Figure 1. Placed cells, one colour a class.
Bar = 20 µm.
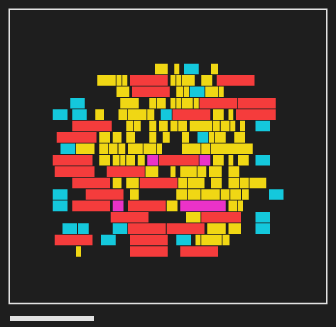
Figure 2. Routed clock nets over the placement.
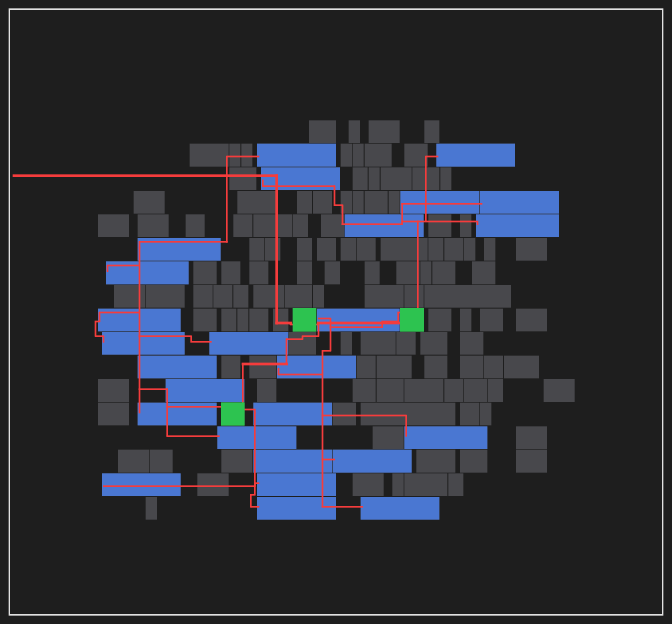
Figure 3. Ports around the boundary.
Pins as bars across the die edge, other pins in grey.
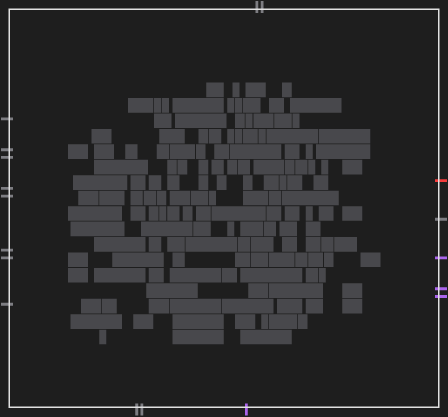
Figure 4. The clock network.
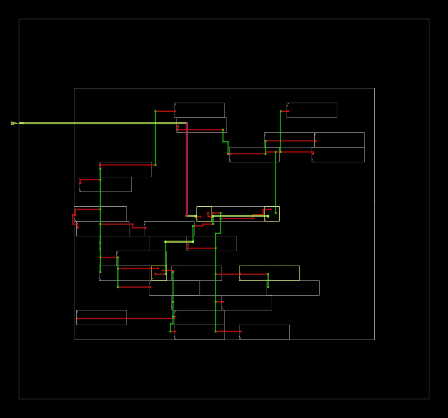
Figure 5. Sizing map.
Bar = 20 µm.
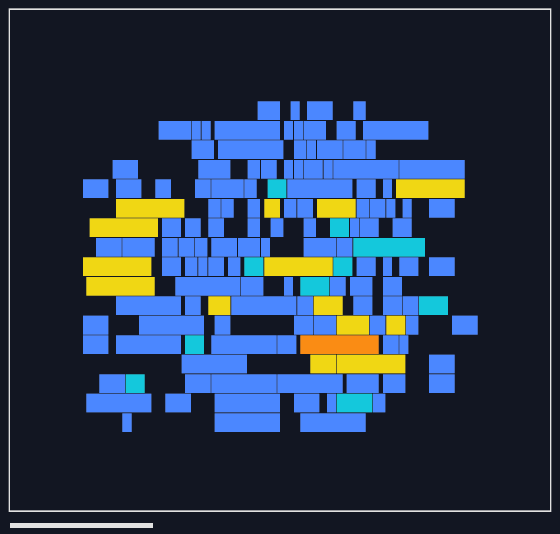
### config.mk
export PLATFORM = sky130hd
export DESIGN_NAME = frog_mover
export DESIGN_NICKNAME = d
export VERILOG_FILES = /design/src/rtl/frogger_pkg.sv /design/src/rtl/key_edge.sv /design/src/rtl/frog_mover.sv
export SDC_FILE = /design/constraint.sdc
export NUM_CORES = 1
export LEC_CHECK = 0
export CAP_MARGIN = 20
export CORE_ASPECT_RATIO = 0.9
export CORE_MARGIN = 10
export CORE_UTILIZATION = 50
export DETAILED_ROUTE_END_ITERATION = 8
export PLACE_DENSITY = 0.8
export SETUP_SLACK_MARGIN = 0.1
export SYNTH_ARGS = -nofsm -noshare
export SYNTH_HDL_FRONTEND = slang
export SYNTH_SLANG_ARGS = --single-unit
### constraint.sdc
create_clock -name clk -period 2.8 [get_ports clk]
set_input_delay 0.56 -clock clk [delete_from_list [all_inputs] [get_ports clk]]
set_output_delay 0.56 -clock clk [all_outputs]
set_load 0.02 [all_outputs]
### src/rtl/frogger_pkg.sv
// Shared types and playfield constants for the frogger game blocks.
package frogger_pkg;

    typedef enum logic [1:0] {
        PLAY,
        AT_TOP,
        DEAD
    } frog_state_t;

    localparam int GRID_ROWS = 16;
    localparam int GRID_COLS = 16;

endpackage

### src/rtl/key_edge.sv
// Two-flop synchronizer for one raw key pin followed by a rising-edge detector.
module key_edge (
    input  logic clk,
    input  logic reset,
    input  logic raw,
    output logic pulse
);

    logic sync1_q, sync1_d;
    logic sync2_q, sync2_d;
    logic prev_q,  prev_d;

    always_comb begin
        sync1_d = raw;
        sync2_d = sync1_q;
        prev_d  = sync2_q;
    end

    always_ff @(posedge clk or posedge reset) begin
        if (reset) begin
            sync1_q <= 1'b0;
            sync2_q <= 1'b0;
            prev_q  <= 1'b0;
        end else begin
            sync1_q <= sync1_d;
            sync2_q <= sync2_d;
            prev_q  <= prev_d;
        end
    end

    // One pulse per press; a held key keeps prev_q high and never re-fires.
    assign pulse = sync2_q & ~prev_q;

endmodule

### src/rtl/frog_mover.sv
// Turns direction key presses into clamped one-cell frog moves and tracks the
// play / reached-top / dead-and-respawning lifecycle of the frog.
module frog_mover
    import frogger_pkg::*;
#(
    parameter int ROWS           = GRID_ROWS,
    parameter int COLS           = GRID_COLS,
    parameter int START_COL      = 7,
    parameter int RESPAWN_CYCLES = 8
) (
    input  logic                     clk,
    input  logic                     reset,
    input  logic                     key_up,
    input  logic                     key_down,
    input  logic                     key_left,
    input  logic                     key_right,
    input  logic                     hit,
    input  logic                     mid_reset,
    output logic [$clog2(ROWS)-1:0]  frog_row,
    output logic [$clog2(COLS)-1:0]  frog_col,
    output logic                     frog_visible,
    output logic                     frog_reached_top
);

    localparam int RW = $clog2(ROWS);
    localparam int CW = $clog2(COLS);
    localparam int NW = $clog2(RESPAWN_CYCLES + 1);

    localparam logic [RW-1:0] ROW_LAST  = RW'(ROWS - 1);
    localparam logic [CW-1:0] COL_LAST  = CW'(COLS - 1);
    localparam logic [CW-1:0] COL_START = CW'(START_COL);
    localparam logic [NW-1:0] CNT_LOAD  = NW'(RESPAWN_CYCLES - 1);

    frog_state_t   state_q, state_d;
    logic [RW-1:0] row_q,   row_d;
    logic [CW-1:0] col_q,   col_d;
    logic [NW-1:0] cnt_q,   cnt_d;

    logic up_p, down_p, left_p, right_p;

    key_edge u_key_up    (.clk(clk), .reset(reset), .raw(key_up),    .pulse(up_p));
    key_edge u_key_down  (.clk(clk), .reset(reset), .raw(key_down),  .pulse(down_p));
    key_edge u_key_left  (.clk(clk), .reset(reset), .raw(key_left),  .pulse(left_p));
    key_edge u_key_right (.clk(clk), .reset(reset), .raw(key_right), .pulse(right_p));

    always_comb begin
        state_d = state_q;
        row_d   = row_q;
        col_d   = col_q;
        cnt_d   = cnt_q;

        if (mid_reset) begin
            state_d = PLAY;
            row_d   = ROW_LAST;
            col_d   = COL_START;
            cnt_d   = '0;
        end else begin
            case (state_q)
                PLAY: begin
                    // Only the highest-priority edge is considered; a clamped one is simply dropped.
                    if (hit) begin
                        state_d = DEAD;
                        cnt_d   = CNT_LOAD;
                    end else if (up_p) begin
                        if (row_q != '0) begin
                            row_d = row_q - RW'(1);
                            if (row_q == RW'(1)) state_d = AT_TOP;
                        end
                    end else if (down_p) begin
                        if (row_q != ROW_LAST) row_d = row_q + RW'(1);
                    end else if (left_p) begin
                        if (col_q != '0) col_d = col_q - CW'(1);
                    end else if (right_p) begin
                        if (col_q != COL_LAST) col_d = col_q + CW'(1);
                    end
                end
                AT_TOP: begin
                end
                DEAD: begin
                    if (cnt_q == '0) begin
                        state_d = PLAY;
                        row_d   = ROW_LAST;
                        col_d   = COL_START;
                    end else begin
                        cnt_d = cnt_q - NW'(1);
                    end
                end
                default: state_d = PLAY;
            endcase
        end
    end

    always_ff @(posedge clk or posedge reset) begin
        if (reset) begin
            state_q <= PLAY;
            row_q   <= ROW_LAST;
            col_q   <= COL_START;
            cnt_q   <= '0;
        end else begin
            state_q <= state_d;
            row_q   <= row_d;
            col_q   <= col_d;
            cnt_q   <= cnt_d;
        end
    end

    assign frog_row         = row_q;
    assign frog_col         = col_q;
    assign frog_visible     = (state_q != DEAD);
    assign frog_reached_top = (state_q == AT_TOP);

endmodule
==> impl_metrics.ini <==
; physical design summary
[run_status]
status = complete, no violations

[placement]
place_ws_ns = 0.3644
gp_congestion = 0.8215
place_hpwl_um = 2159
placed_area_um2 = 1568

[detailed_routing]
drt_iter0_drc = 69
ant_nets = 0
avgViaCountPerCell = 5.880
firstDrtPassIters = 6

[synthesis]
synthesis.area_um2 = 1379
synth_top_flop_cell = dfrtp_1
yosysCellCount = 127
yosys-stat-area_um2 = 1379
ys_ff = 26
yosysWarnings = 0
synth_seq_share_pct = 47.82
syn_nets = 141

[layout]
seqCellArea_um2 = 659.4
num_antenna_cells = 0
instances_no_fill = 175
final_area_um2 = 1620
comb_area_um2 = 650.6

[sta]
timing.final.hold_violations = 0
timing.hold.ws_ns = 0.3686
period_used_pct = 88.99
finalSetupViolCount = 0
worst_pin_slew_ns = 0.6587

[clock_tree]
cts_tree = yes
cts_hold_buf = 0
cts_buffer_depth = 2
post_cts_resized = 0
clkSinkCount = 26

[setup_path]
cp.buffers_inverters = 2
crit_fanout = 10
crit_arrival_ns = 1.93
required_ns = 2.24
worstSetupPathType = reg2out
worstSetupEndpointType = output pin

[pwr]
design_power_total_mw = 1.120
powerDensity_nw_per_um2 = 691.3
switching_share_pct = 33.02
clkPwrFrac_pct = 23.2
comb_power_share_pct = 31.7

[floorplanning]
core_util_floorplan_pct = 54.02
io_pins = 18
chipArea_um2 = 5261

[grt]
grt_max_degree = 27
grt_overflow = 0
## Picture notes: Figure 1
Key: yellow = remaining logic cells [cells 97]; cyan = remaining buffers and delay cells [cells 20]; red = registers [cells 26]; magenta = clock drivers and dummy loads [cells 4]
Finished Core Util: 63.48%
area of the core: 2552 µm²
flop share of the area: 40.70%

## Picture notes: Figure 2
Key: blue = flip-flops [count 26]; green = clock-net drivers [count 3]; red = clock wires [length 325 µm]
There are 4 routed clock nets.
Insertion Delay late pin: 0.32 ns
worst clock skew: 0.003597 ns
Clock group: 0.260 mW

## Picture notes: Figure 3
Key: purple = `frog_col` [pins 4, direction output, edge 3 right, 1 bottom]; red = `frog_reached_top` [pins 1, direction output, edge right]
All pins by edge: 8 left, 5 right, 3 bottom, 2 top.
Port Buffers: 17
die height: 69.82 µm
die width: 75.36 µm

## Picture notes: Figure 4
clk_buf instances: 3
flop count: 26
CTS Buf Count: 3

## Picture notes: Figure 5
Key: cyan = x3 and x4 [cells 10]; yellow = x2 [cells 14, most used dfstp_2]; blue = x1 and smaller [cells 122, most used dfrtp_1]; orange = x6 and larger [cells 1, most used bufinv_16]
P&R area growth vs syn: 17.51%
nonclk buf count: 20
PnR worst setup slack: 0.3084 ns

## Yosys cell counts (2+ instances only)
cell type	n	area share [%]
a211oi_1	2	1.1
nor2b_1	3	1.4
xnor2_1	2	1.3
a31oi_1	5	2.3
dfstp_2	7	13
inv_1	8	2.2
a21o_1	4	2.2
or4_1	3	1.6
or3_1	4	1.8
a311oi_1	2	1.3
dfrtp_1	19	34
nand4_1	2	0.91
nor3_1	6	2.2
nand3_1	3	1.1
o21a_1	2	1.1
o21ai_0	2	0.73
a21oi_1	6	2.2
buf_6	3	2.4
nand2_1	4	1.1
nor4b_1	2	1.3
nor2_1	9	2.4
ha_1	6	5.4
or3_4	2	1.6
## registers in the layout (all words and copies together), names as in the netlist, 2 cells and up
name,count
cnt_q,4
frog_col,4
frog_row,4
state_q,2
## routing by layer
metal / track usage (%) / vias up / part of all wire, %
met2: 17.24 / 44 / 44
met4: 2.658 / 0 / 0.59
met3: 4.565 / 2 / 9.0
met1: 15.91 / 477 / 46
met5: 0 / - / 0
li1: - / 506 / -
## layout make-up
type                    count  area share, %
clock buffers               3          1.390
clock inverters             1          1.853
inverters                   8          1.853
multi-input cells          89          40.15
flip-flops and latches     26          40.70
well taps                  28          2.162
repair buffers             20          11.89
## final timing paths
check                                              from                          end  depth (start not counted)
max                              state_q[1]$_DFFE_PP0P_                 frog_visible                          3
min                        u_key_down.sync1_q$_DFF_PP0_  u_key_down.prev_d$_DFF_PP0_                          0
max reg2reg                     frog_col[1]$_DFFE_PP1P_      frog_col[2]$_DFFE_PP1P_                          6
min reg2reg                u_key_down.sync1_q$_DFF_PP0_  u_key_down.prev_d$_DFF_PP0_                          0
max in group asynchronous                         reset      frog_col[2]$_DFFE_PP1P_                          3
min in group asynchronous                         reset      frog_col[3]$_DFFE_PP0P_                          3
## placed cells by master (no fill, tap or decap), types with 2 or more instances in the layout
cell type,count
a211oi_1,2
a21o_1,4
a21oi_1,6
a311oi_1,2
a31oi_1,5
buf_4,3
clkbuf_4,3
clkdlybuf4s50_1,17
dfrtp_1,19
dfstp_2,7
ha_1,6
inv_1,8
nand2_1,4
nand3_1,3
nand4_1,2
nor2_1,9
nor2b_1,3
nor3_1,6
nor4b_1,2
o21a_1,2
o21ai_0,2
or3_1,4
or3_4,2
or4_1,3
xnor2_1,2
## power by group through the flow
stage          logic [mW]  registers [mW]  clock network, mW
3_3_place_gp        0.333           0.506                  0
3_5_place_dp        0.351           0.511                  0
5_1_grt             0.394           0.517              0.281
4_1_cts             0.356           0.504              0.264
2_1_floorplan       0.200           0.528                  0
6_report            0.355           0.505              0.260
## logic make-up after synthesis
kind of cell | synth area share, %
xor+xnor | 1.906
fa+ha+maj | 5.445
mux | 1.543
compound gates | 16.24
buf+inv | 4.990
flops | 47.82
simple gates | 22.05
No activity file was given, so power comes from the tool's default toggle rates.
